--- src/rtl/switch_debounce_pair.sv ---
// ---------------------------------------------------------------------------
// switch_debounce_pair
//
// Two-channel switch/button conditioner. Each raw board pin is brought into
// the clk domain through a flop-chain synchronizer and then filtered by a
// counter-based debounce FSM. The result is a clean level that drives one
// operand of the downstream AND gate, plus one-cycle rise and fall strobes.
//
// Parameters
//   DEBOUNCE_CYCLES : number of consecutive synchronized samples that must
//                     differ from the current level before the level follows
//                     (>= 1).
//   SYNC_STAGES     : synchronizer depth per channel (>= 2).
//
// Ports
//   clk             : system clock, rising edge
//   rst             : synchronous, active-high reset
//   raw_1, raw_2    : asynchronous switch pins
//   input_1/input_2 : debounced levels (AND gate operands)
//   rise_1/rise_2   : one-cycle strobe on a 0->1 change of the level
//   fall_1/fall_2   : one-cycle strobe on a 1->0 change of the level
//   busy            : high while either channel is checking a candidate change
// ---------------------------------------------------------------------------
module switch_debounce_pair #(
  parameter int DEBOUNCE_CYCLES = 250000,
  parameter int SYNC_STAGES     = 2
) (
  input  logic clk,
  input  logic rst,
  input  logic raw_1,
  input  logic raw_2,
  output logic input_1,
  output logic input_2,
  output logic rise_1,
  output logic fall_1,
  output logic rise_2,
  output logic fall_2,
  output logic busy
);

  logic checking_1;
  logic checking_2;

  switch_debounce_chan #(
    .DEBOUNCE_CYCLES (DEBOUNCE_CYCLES),
    .SYNC_STAGES     (SYNC_STAGES)
  ) u_chan_1 (
    .clk      (clk),
    .rst      (rst),
    .raw      (raw_1),
    .level    (input_1),
    .rise     (rise_1),
    .fall     (fall_1),
    .checking (checking_1)
  );

  switch_debounce_chan #(
    .DEBOUNCE_CYCLES (DEBOUNCE_CYCLES),
    .SYNC_STAGES     (SYNC_STAGES)
  ) u_chan_2 (
    .clk      (clk),
    .rst      (rst),
    .raw      (raw_2),
    .level    (input_2),
    .rise     (rise_2),
    .fall     (fall_2),
    .checking (checking_2)
  );

  // Both flags are flop outputs, so busy is a glitch-free OR of registered
  // state and lines up with the edge on which a channel enters CHECK.
  assign busy = checking_1 | checking_2;

endmodule

// ---------------------------------------------------------------------------
// switch_debounce_chan
//
// One conditioning channel: synchronizer followed by the debounce FSM.
//
// Ports
//   clk, rst  : clock and synchronous active-high reset
//   raw       : asynchronous switch pin
//   level     : debounced level (registered)
//   rise/fall : one-cycle strobes, asserted on the edge level changes
//   checking  : registered, high while in CHECK_HIGH or CHECK_LOW
// ---------------------------------------------------------------------------
module switch_debounce_chan #(
  parameter int DEBOUNCE_CYCLES = 250000,
  parameter int SYNC_STAGES     = 2
) (
  input  logic clk,
  input  logic rst,
  input  logic raw,
  output logic level,
  output logic rise,
  output logic fall,
  output logic checking
);

  localparam int CNT_W = $clog2(DEBOUNCE_CYCLES + 1);
  localparam logic [CNT_W-1:0] CNT_LAST = CNT_W'(DEBOUNCE_CYCLES - 1);
  localparam logic [CNT_W-1:0] CNT_ONE  = CNT_W'(1);
  // With a single required sample there is nothing to count: the first
  // differing sample commits the new level directly.
  localparam bit DIRECT = (DEBOUNCE_CYCLES == 1);

  typedef enum logic [1:0] {
    STABLE_LOW,
    CHECK_HIGH,
    STABLE_HIGH,
    CHECK_LOW
  } state_t;

  logic [SYNC_STAGES-1:0] sync_p;
  logic                   sync;
  state_t                 state;
  logic [CNT_W-1:0]       count;

  // ---- synchronizer stages: raw -> sync_p[0] ... sync_p[SYNC_STAGES-1] ----
  always_ff @(posedge clk) begin
    if (rst) begin
      sync_p <= '0;
    end else begin
      sync_p <= {sync_p[SYNC_STAGES-2:0], raw};
    end
  end

  assign sync = sync_p[SYNC_STAGES-1];

  // ---- debounce FSM: sync -> level / strobes / checking ----
  always_ff @(posedge clk) begin
    if (rst) begin
      state    <= STABLE_LOW;
      count    <= '0;
      level    <= 1'b0;
      rise     <= 1'b0;
      fall     <= 1'b0;
      checking <= 1'b0;
    end else begin
      rise <= 1'b0;
      fall <= 1'b0;
      case (state)
        STABLE_LOW: begin
          if (sync) begin
            if (DIRECT) begin
              state    <= STABLE_HIGH;
              count    <= '0;
              level    <= 1'b1;
              rise     <= 1'b1;
              checking <= 1'b0;
            end else begin
              // The sample that triggered the check already counts as one.
              state    <= CHECK_HIGH;
              count    <= CNT_ONE;
              checking <= 1'b1;
            end
          end else begin
            checking <= 1'b0;
          end
        end

        CHECK_HIGH: begin
          if (!sync) begin
            // Bounce: candidate change rejected.
            state    <= STABLE_LOW;
            count    <= '0;
            checking <= 1'b0;
          end else if (count == CNT_LAST) begin
            state    <= STABLE_HIGH;
            count    <= '0;
            level    <= 1'b1;
            rise     <= 1'b1;
            checking <= 1'b0;
          end else begin
            count    <= count + CNT_ONE;
            checking <= 1'b1;
          end
        end

        STABLE_HIGH: begin
          if (!sync) begin
            if (DIRECT) begin
              state    <= STABLE_LOW;
              count    <= '0;
              level    <= 1'b0;
              fall     <= 1'b1;
              checking <= 1'b0;
            end else begin
              state    <= CHECK_LOW;
              count    <= CNT_ONE;
              checking <= 1'b1;
            end
          end else begin
            checking <= 1'b0;
          end
        end

        CHECK_LOW: begin
          if (sync) begin
            state    <= STABLE_HIGH;
            count    <= '0;
            checking <= 1'b0;
          end else if (count == CNT_LAST) begin
            state    <= STABLE_LOW;
            count    <= '0;
            level    <= 1'b0;
            fall     <= 1'b1;
            checking <= 1'b0;
          end else begin
            count    <= count + CNT_ONE;
            checking <= 1'b1;
          end
        end

        default: begin
          state    <= STABLE_LOW;
          count    <= '0;
          level    <= 1'b0;
          checking <= 1'b0;
        end
      endcase
    end
  end

endmodule

--- config.mk ---
export PLATFORM = sky130hd
export DESIGN_NAME = switch_debounce_pair
export DESIGN_NICKNAME = d
export VERILOG_FILES = /design/src/rtl/switch_debounce_pair.sv
export SDC_FILE = /design/constraint.sdc
export NUM_CORES = 1
export LEC_CHECK = 0
export CAP_MARGIN = 20
export CORE_MARGIN = 2
export CORE_UTILIZATION = 64
export DETAILED_ROUTE_END_ITERATION = 10
export PLACE_DENSITY = 0.9
export SYNTH_ARGS = -nofsm -noshare
export SYNTH_HDL_FRONTEND = slang
export SYNTH_HIERARCHICAL = 1
export SYNTH_SLANG_ARGS = --single-unit
--- constraint.sdc ---
create_clock -name clk -period 4.63 [get_ports clk]
set_clock_uncertainty 0.05 [all_clocks]
set_input_delay 0.926 -clock clk [delete_from_list [all_inputs] [get_ports clk]]
set_output_delay 0.926 -clock clk [all_outputs]
set_load 0.01 [all_outputs]
==> results.ini, run 1 <==
[worst_hold_path]
hold_end = u_chan_2/sync_p[1]
min_path_cells = 1
hold_start = u_chan_2/sync_p[0]
hp-class = reg2reg

[clock_network]
cts-root-buf = clkbuf_8
postCtsHoldBufs = 0
clock_latency_ns = 0.30
cts_tree = done
cts_setup_buffers = 0
clkTransAtPathRegs_ns = 0.09
clk_path_buf_depth = 2
cts.sinks = 52
cts.repair.resized = 0
cts_buffers = 5

[routing]
drt-total-wl_um = 5290
top_layer = met4
num_vias = 2215
met2_length_um = 2396
initialDrtViolationCount = 173
wl_per_cell_um = 14.90
vias_per_cell = 6.239
route.detailed.drc = 0
ant_nets = 0

[worst_setup_path]
worstSetupStartpoint = rst
cp-end-kind = flop
critPathTopFamily = AND-OR/OR-AND gates
r2r-start = u_chan_2/sync_p[1]
cpMaxStageDelayCell = clkdlybuf4s50_1
path_depth = 5
cp.required_ns = 4.81
crit_chain = clkdlybuf4s50_1, nand3b_1, a21oi_2, o21ai_0, a31oi_1
reg2reg_slack_ns = 2.00
timing.rr.end = u_chan_2/count[7]
critPathMaxStageDelay_ns = 0.77
cp-endpoint = u_chan_2/count[7]
arrival_ns = 3.21
path_class = in2reg
cp_num_buf_inv = 1
r2r_cells = 5
start_kind = input pin

[layout]
logic_gates = 227
fill_cells = 323
fin_cells = 355
seq_share_pct = 37.66
clkCellAreaFrac_pct = 2.807
most-common-layout-cells = dfxtp_1 (52), nand3_1 (32), nor2_1 (22), a21oi_1 (22), nand2_1 (16)
lay_top_count = dfxtp_1
post-route-util_pct = 70.10
largest_class = multi-input combinational cells
buf_share_pct = 3.893
drive_above_1_share_pct = 5.574
clockBufferCount = 6
n_all_buffers = 11
antenna_cells = 0
final_nets = 311
area_growth_pct = 6.973
flops = 52
nNonClkInverters = 8

[yosys]
async_flop_share_pct = 0
avgSynthCellArea_um2 = 8.584
synthMuxAreaShare_pct = 4.649
syn_inst = 301
synth-xor-area-share_pct = 3.390
synth_seq_share_pct = 40.29
adder_share_pct = 0.9685
ys_sh_aoi_pct = 14.14
yosys-top-cells-area = dfxtp_1 (40%), nand3_1 (6.2%), mux2i_1 (4.6%)
synth_stat.cells = 301
simple_gate_area_share_pct = 32.78
ys_types = 42
edf_count = 0
yosys_area_um2 = 2584

[final_timing]
slew_headroom_pct = 30.08
fin_ws_ns = 1.591
final_hold_viol_count = 0
hold_slack_ns = 0.3934
worst_pin_slew_ns = 1.041
setup_viol = 0
fin_crit_ns = 3.039
period_used_pct = 65.64
rsz0062_at_grt = no
clock.fmax_ghz = 0.3291
drv_slew = 0

[place]
dp_hpwl_um = 3700
portBuffers = 10
place_ws_ns = 1.352
place_area_um2 = 2686
place_congestion = 0.9827

[global_routing]
overflow = 0
track_usage_pct = 25.21
grt_pass1_wl_um = 8887
grt_max_degree = 21
grt_pass1_vias = 1972
grt_antenna_before_repair = 0

[floorplanning]
tapCellCount = 50
coreArea_um2 = 3943
die_x_um = 67.54
ios = 11
fp.dieH_um = 67.54
initCoreUtil_pct = 65.53
rows = 23

[power_and_ir_drop]
leakagePower_nw = 0.9161
powerDensity_nw_per_um2 = 265.9
power_w = 0.0007348

[flow_run]
max_cap_viol_count = 0
warnings = 26

[status]
outcome = complete, no violations

run 1: cells in the mapped netlist, types with 8 or more instances:
library cell and number:
a21oi_1 22, a31oi_1 10, dfxtp_1 52, inv_1 8
mux2i_1 12, nand2_1 16, nand3_1 32, nor2_1 22
o21ai_0 12, or3_1 10
run 1: sequential cells by signal (all words and copies together) (netlist names), 2 cells and up, named ones only:
signal           count
u_chan_1/count      18
u_chan_1/sync_p      2
u_chan_2/count      18
u_chan_2/sync_p      2
run 1: power by group:
part	leakage, nW	internal, W	switching, W
clock network	0.0410	0.000103	0.000137
logic	0.455	0.0000168	0.0000205
registers	0.420	0.000452	0.00000520
run 1: routing by layer:
metal / up-vias / track usage (%)
met5: - / 0
li1: 1103 / -
met3: 13 / 6.500
met2: 67 / 38.11
met4: 0 / 8.673
met1: 1032 / 34.79
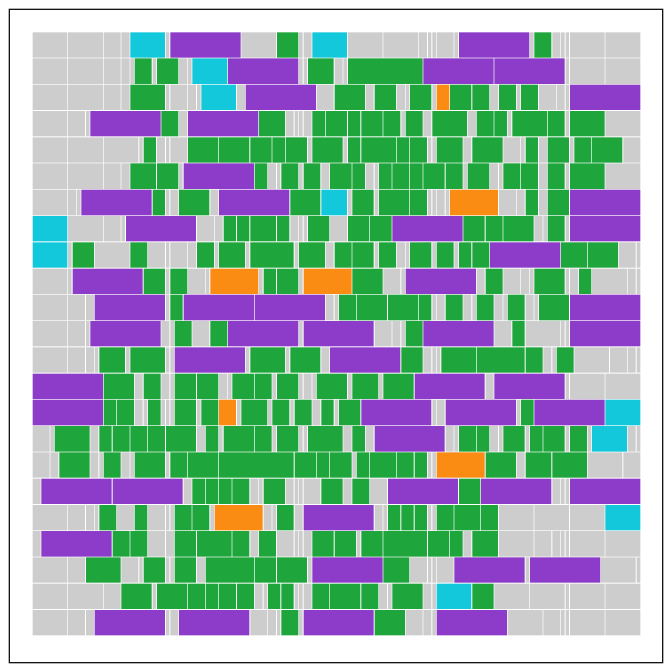
run_1/cell_classes.png
Fill, decap, tap and diode cells in gray.
other buffers and delay cells -> cyan  # cells 11
all other logic -> green  # cells 235
flip-flops -> purple  # cells 52
clock drivers and dummy loads -> orange  # cells 7

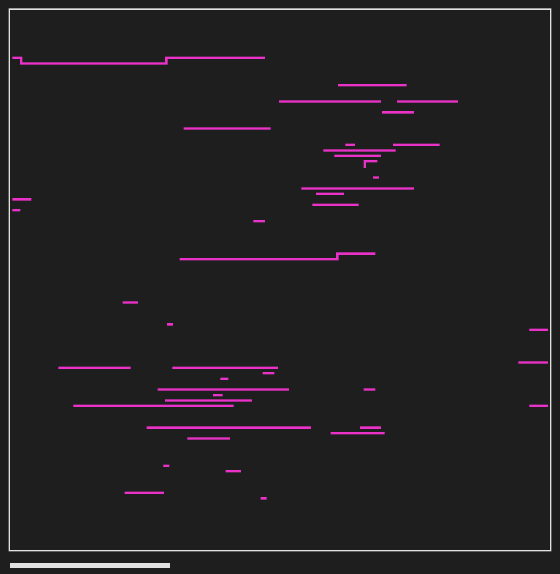
run_1/met3.png
Scale bar: 20 um.
main direction = horizontal
share of all routed wire = 5.1%

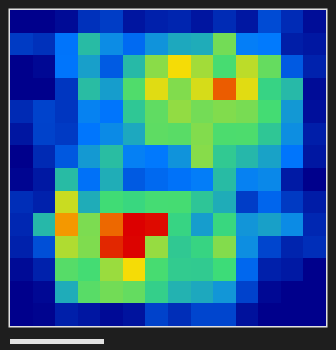
run_1/wire_density.png
Scale bar: 20 um. The die is cut into 14 by 14 equal tiles; dark blue is low, red is high, scaled to the fullest tile. Values are wire area over tile area, all layers added.
tiles over half the peak = 25%
mean over tiles = 0.19
fullest tile = 0.61
densest ninth of the die = south
nearly empty tiles = 10%

run_1/met1.png
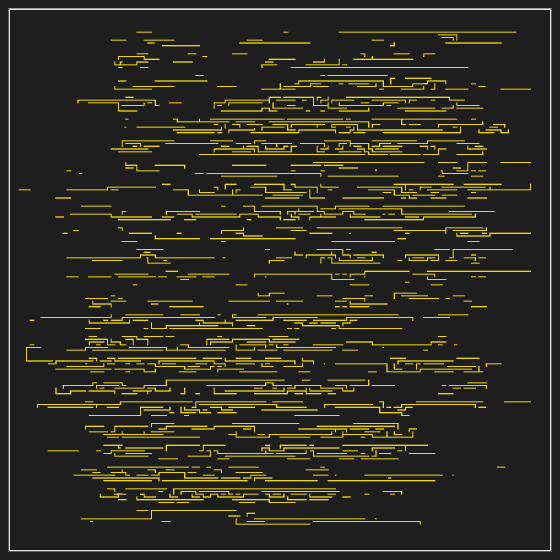

==> run 1 -> run 2 <==
CORE_UTILIZATION = 60   (was 64)
PLACE_DENSITY = 0.86   (was 0.9)
clock period = 2.8 ns   (was 4.63 ns; I/O delays follow)
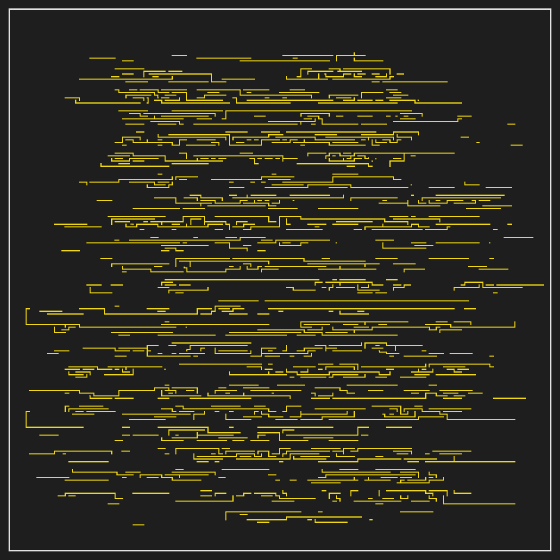
run_2/met1.png
longest straight run = 26.2 um
wire length on this layer = 2630 um
met1 usage: 33.67%
final WL: 5136 um
DR vias: 2237

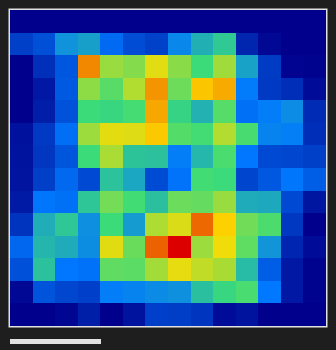
run_2/wire_density.png
Scale bar: 20 um. The die is cut into 14 by 14 equal tiles; dark blue is low, red is high, scaled to the fullest tile. Values are wire area over tile area, all layers added.
emptiest ninth of the die = north-east
tiles over half the peak = 27%
fullest tile = 0.55
mean over tiles = 0.17
nearly empty tiles = 17%
drt wl/cell: 14.15 um
total track usage: 22.24%

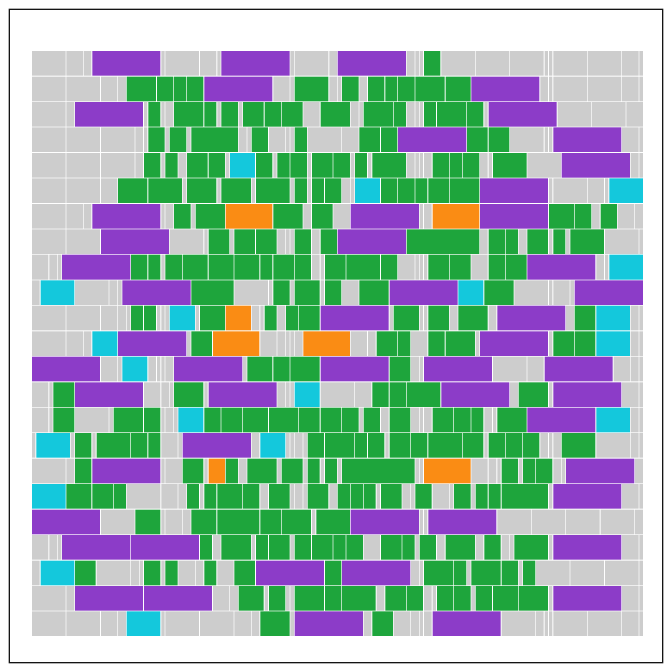
run_2/cell_classes.png
Fill, decap, tap and diode cells in gray.
clock drivers and dummy loads -> orange  # cells 7
other buffers and delay cells -> cyan  # cells 19
all other logic -> green  # cells 235
flip-flops -> purple  # cells 52
post-route cell area: 2828 um2
Core Footprint: 4086 um2
sequential share of cell area: 36.81%

==> run 2 against run 1 <==
- non-clock buffer count grew 8
- worst setup slack worse by 0.91 ns
- critical path type is now reg2reg
- count of clock-buffer cells in the layout is 1 lower
- register-to-register slack got worse by 1.3 ns
- critical endpoint is now u_chan_1/count[15]
- clock power is 69% higher
- total power grew 67%
==> results.ini, run 2 <==
[place]
place_congestion = 0.8881
dp_hpwl_um = 3644
place_area_um2 = 2746
dp_cells = 356
portBuffers = 10

[layout]
fin_cells = 363
lay_top_count = dfxtp_1
reg_top3 = u_chan_1/count x18, u_chan_2/count x18
post-route-util_pct = 69.20
area_growth_pct = 9.443
most-common-layout-cells = dfxtp_1 (52), nand3_1 (32), nor2_1 (22), a21oi_1 (22), nand2_1 (16)
antenna_cells = 0
fill_cells = 327
drive_above_1_share_pct = 8.307
final_nets = 319

[power_and_ir_drop]
leakagePower_nw = 0.9566
seq_power_share_pct = 61.5
clk-power_w = 0.000406
swShare_pct = 22.78
clkPwrFrac_pct = 33.0
powerComb_w = 0.0000671
top_power_group = sequential cells
power.internal_w = 0.0009495
power_w = 0.001230
pg_seq_w = 0.000756
powerDensity_nw_per_um2 = 434.9
p_comb_share_pct = 5.5
power.switching_w = 0.0002802
peakVddDrop_uv = 379.3

[yosys]
async_flop_share_pct = 0
yosys-top-cells-area = dfxtp_1 (40%), nand3_1 (6.2%), mux2i_1 (4.6%)
syn_nets = 307
ys_types = 42
top_cell = dfxtp_1
yosys_area_um2 = 2584
synth_stat.cells = 301
edf_count = 0
synth_seq_share_pct = 40.29
yosys_warnings = 6
top_area_share_pct = 40.29
flop_cell = dfxtp_1
syn_inst = 301
syn-cell-area_um2 = 2584
common_cells = dfxtp_1 (52), nand3_1 (32), a21oi_1 (22), nor2_1 (22), nand2_1 (16)
avgSynthCellArea_um2 = 8.584
largest_area_cell = dfxtp_1
synth_flops = 52

[global_routing]
grt_pass1_vias = 1957
top_usage_layer = met1
grt_util_met3_pct = 3.052
grt_max_degree = 19
met2_usage_pct = 32.37
grt_pass1_wl_um = 8956
overflow = 0
grt_antenna_before_repair = 0

[worst_setup_path]
critPathMaxStageDelay_ns = 0.59
start_kind = flop
reg2reg_slack_ns = 0.68
worstSetupStartpoint = u_chan_1/count[4]
arrival_ns = 2.27
cpMaxStageDelayCell = or4b_4
cp-end-kind = flop
r2r-start = u_chan_1/count[4]
timing.rr.end = u_chan_1/count[15]
path_class = reg2reg
r2r_cells = 6
cp.required_ns = 2.95
cp_num_buf_inv = 1
crit_chain = or4b_4, nor4_4, a21oi_2, buf_4, a21o_1, a22o_1
crit_fanout = 8
critPathTopFamily = simple AND/OR/NAND/NOR gates
cp-endpoint = u_chan_1/count[15]
path_depth = 6

[clock_network]
cts-root-buf = clkbuf_8
cts_buffers = 5
cts.sinks = 52
htreeDepth = 2
clkTransAtPathRegs_ns = 0.09
postCtsHoldBufs = 0
clk_path_buf_depth = 2
cts.repair.resized = 0
clock_latency_ns = 0.30
cts_setup_buffers = 0
cts_tree = done

[flow_run]
max_cap_viol_count = 0
warnings = 26

[routing]
initialDrtViolationCount = 185
ant_nets = 0
route.met3.wl_um = 267
route.detailed.drc = 0
dr.pass1.iters = 5
met2_length_um = 2198
met1_length_um = 2629
vias_per_cell = 6.163
top_layer = met4

[final_timing]
final_hold_viol_count = 0
period_used_pct = 75.72
fin_crit_ns = 2.120
setup_tns_ns = 0
drv_slew = 0
slew_headroom_pct = 66.43
clock.fmax_ghz = 0.4717
setup_viol = 0
rsz0062_at_grt = no
worst_pin_slew_ns = 0.4990

[worst_hold_path]
hold_start = u_chan_1/sync_p[0]
hold_end = u_chan_1/sync_p[1]
hp-class = reg2reg
min_path_cells = 1

[floorplanning]
initCoreUtil_pct = 63.23
fp.dieH_um = 69.62
rows = 23
ios = 11
die_x_um = 69.62
die_area_um2 = 4847

[status]
outcome = complete, no violations

-- run 2: cell type report --
class	instances	area, um2	share of cell area [%]
sequential	52	1041	36.81
inverter	8	30.03	1.062
tap	50	62.56	2.212
clock inverter	2	12.51	0.4425
multi-input combinational	227	1445	51.11
timing repair buffer	19	167.7	5.929
clock buffer	5	68.82	2.434
-- run 2: stage by stage --
step                hold WS [ns]  worst slack (ns)
floorplan                 0.3638            0.8887
global placement          0.3703            0.6354
detailed placement        0.3817            0.5907
CTS                       0.4025            0.6903
global route              0.4316            0.5478
finish                    0.4019            0.6799
-- run 2: logic make-up after synthesis --
kind of cell / synth area share (%)
and+or+nand+nor: 32.78
AOI/OAI and AO/OA: 14.14
DFF: 40.29
buffers and inverters: 3.777
muxes: 4.649
xor gates and xnor gates: 3.390
adders and majority gates: 0.9684
run_2/met3.png
Scale bar: 20 um.
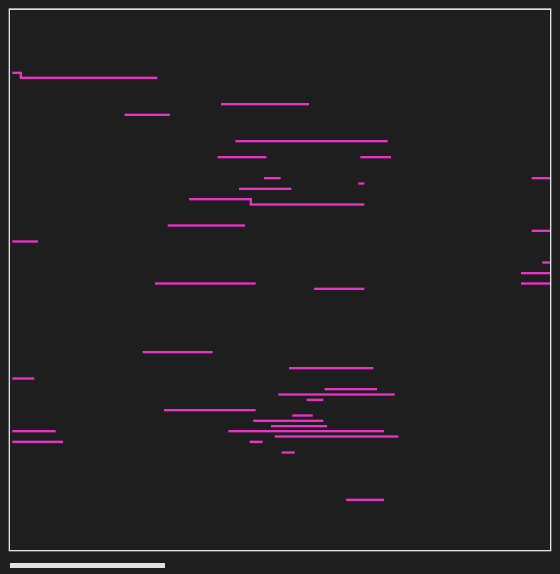

==> run 2 -> run 3 <==
clock period = 2.2 ns   (was 2.8 ns; I/O delays follow)
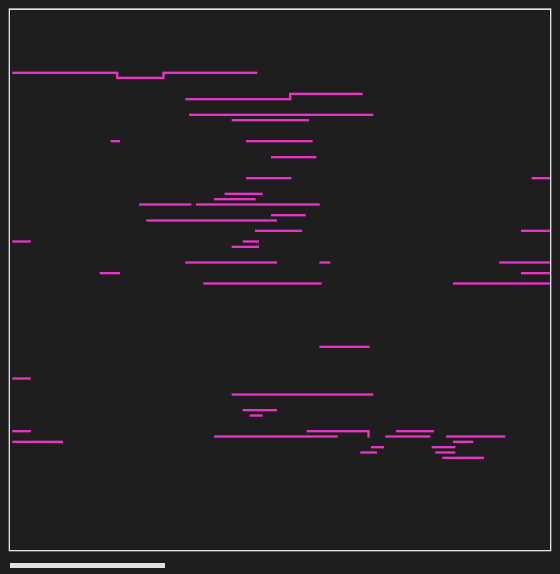
run_3/met3.png
Scale bar: 20 um.
main direction = horizontal
nets with wire on the layer = 41

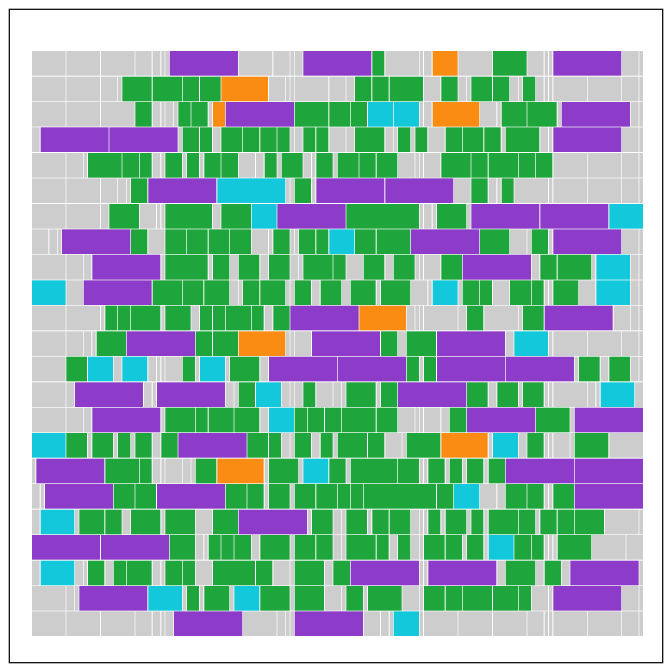
run_3/cell_classes.png
Fill, decap, tap and diode cells in gray.
clock drivers and dummy loads -> orange  # cells 8
flip-flops -> purple  # cells 52
other buffers and delay cells -> cyan  # cells 27
all other logic -> green  # cells 235
sequential share of cell area: 35.74%
post-route cell area: 2913 um2
FP Rows: 23
Util after Layout: 71.28%

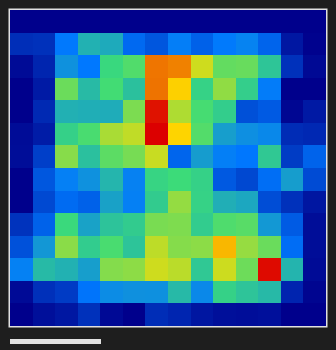
run_3/wire_density.png
Scale bar: 20 um. The die is cut into 14 by 14 equal tiles; dark blue is low, red is high, scaled to the fullest tile. Values are wire area over tile area, all layers added.
fullest tile = 0.60
mean over tiles = 0.18
densest ninth of the die = center
nearly empty tiles = 15%
DR vias: 2298
final WL: 5559 um
drt wl/cell: 14.94 um
total track usage: 23.68%

==> run 3 against run 2 <==
- global-route usage is 1.4 points higher
- wire length is 8.2% higher
- clock power up 39%
- non-clock buffer count rose by 8
- total power is 31% higher
- critical path type unchanged
- largest cell class unchanged
- highest routed layer unchanged
==> results.ini, run 3 <==
[status]
outcome = complete, no violations

[yosys]
synth_flops = 52
largest_area_cell = dfxtp_1
top_cell = dfxtp_1
edf_count = 0
top_area_share_pct = 40.29
flop_cell = dfxtp_1
yosys-top-cells-area = dfxtp_1 (40%), nand3_1 (6.2%), mux2i_1 (4.6%)
syn_inst = 301
synth_seq_share_pct = 40.29
yosys_warnings = 6
yosys_area_um2 = 2584
synth_stat.cells = 301
syn_nets = 307
syn-cell-area_um2 = 2584
common_cells = dfxtp_1 (52), nand3_1 (32), a21oi_1 (22), nor2_1 (22), nand2_1 (16)
avgSynthCellArea_um2 = 8.584
async_flop_share_pct = 0
ys_types = 42

[worst_setup_path]
cp_num_buf_inv = 1
reg2reg_slack_ns = 0.11
cp-end-kind = flop
r2r_cells = 6
timing.rr.end = u_chan_2/count[14]
start_kind = flop
worstSetupStartpoint = u_chan_2/count[4]
crit_fanout = 10
path_class = reg2reg
cp-endpoint = u_chan_2/count[14]
crit_chain = or4b_4, nor4_4, a21oi_2, buf_4, a21oi_1, mux2i_1
cp.required_ns = 2.35
critPathMaxStageDelay_ns = 0.58
r2r-start = u_chan_2/count[4]
arrival_ns = 2.23
path_depth = 6
critPathTopFamily = simple AND/OR/NAND/NOR gates
cpMaxStageDelayCell = or4b_4

[flow_run]
warnings = 26
max_cap_viol_count = 0

[global_routing]
grt_antenna_before_repair = 0
grt_pass1_wl_um = 9542
overflow = 0
grt_max_degree = 19
grt_pass1_vias = 2097
grtUsageMet1_pct = 32.88
top_usage_layer = met2
grt_util_met3_pct = 5.233
met2_usage_pct = 37.71

[layout]
area_growth_pct = 12.74
lay_top_count = dfxtp_1
fill_cells = 326
final_nets = 327
drive_above_1_share_pct = 10.56
most-common-layout-cells = dfxtp_1 (52), nand3_1 (32), nor2_1 (22), a21oi_1 (22)
antenna_cells = 0
reg_top3 = u_chan_1/count x18, u_chan_2/count x18
fin_cells = 372

[power_and_ir_drop]
peakVddDrop_uv = 313.4
powerDensity_nw_per_um2 = 554.5
clk-power_w = 0.000564
power_w = 0.001615
leakagePower_nw = 1.005
swShare_pct = 22.60
clkPwrFrac_pct = 34.9
power.switching_w = 0.0003650
power.internal_w = 0.001250
top_power_group = sequential cells
seq_power_share_pct = 59.5
p_comb_share_pct = 5.5
powerComb_w = 0.0000894
pg_seq_w = 0.000961

[floorplanning]
ios = 11
fp.dieH_um = 69.62
coreArea_um2 = 4086
initCoreUtil_pct = 63.23
die_area_um2 = 4847
die_x_um = 69.62

[routing]
vias_per_cell = 6.177
initialDrtViolationCount = 164
route.detailed.drc = 0
ant_nets = 0
met2_length_um = 2497
dr.pass1.iters = 4
route.met3.wl_um = 329
top_layer = met4

[clock_network]
clk_path_buf_depth = 2
cts.repair.resized = 0
postCtsHoldBufs = 0
htreeDepth = 2
clock_latency_ns = 0.31
cts-root-buf = clkbuf_8
cts_tree = done
cts_setup_buffers = 0
cts.sinks = 52
clkTransAtPathRegs_ns = 0.09
cts_buffers = 5

[final_timing]
setup_tns_ns = 0
setup_viol = 0
worst_pin_slew_ns = 0.5414
clock.fmax_ghz = 0.4795
final_hold_viol_count = 0
fin_ws_ns = 0.1147
rsz0062_at_grt = no
slew_headroom_pct = 63.57
period_used_pct = 94.79
hold_slack_ns = 0.4143
drv_slew = 0
fin_crit_ns = 2.085

[worst_hold_path]
min_path_cells = 1
hold_start = u_chan_2/sync_p[0]
hold_end = u_chan_2/sync_p[1]
hp-class = reg2reg

[place]
place_area_um2 = 2819
dp_cells = 364
dp_hpwl_um = 4003
portBuffers = 10
place_ws_ns = 0.1046
place_congestion = 0.9190

==> run 3: kinds of logic after synthesis <==
group / Yosys count / synth area share (%)
flops: 52 / 40.29
simple gates: 143 / 32.78
xor+xnor: 10 / 3.390
mux: 12 / 4.649
buf+inv: 22 / 3.777
fa+ha+maj: 2 / 0.9684
compound gates: 60 / 14.14
==> run 3: layout make-up <==
| cell class | count | area (um2) | share of cell area (%) |
|---|---|---|---|
| clock buffers | 7 | 86.33 | 2.964 |
| clock inverters | 1 | 7.507 | 0.2577 |
| inverters | 8 | 30.03 | 1.031 |
| multi-input cells | 227 | 1445 | 49.61 |
| flip-flops and latches | 52 | 1041 | 35.74 |
| well taps | 50 | 62.56 | 2.148 |
| repair buffers | 27 | 240.2 | 8.247 |
Power figures rest on the tool's default switching activity, not on a simulated workload.
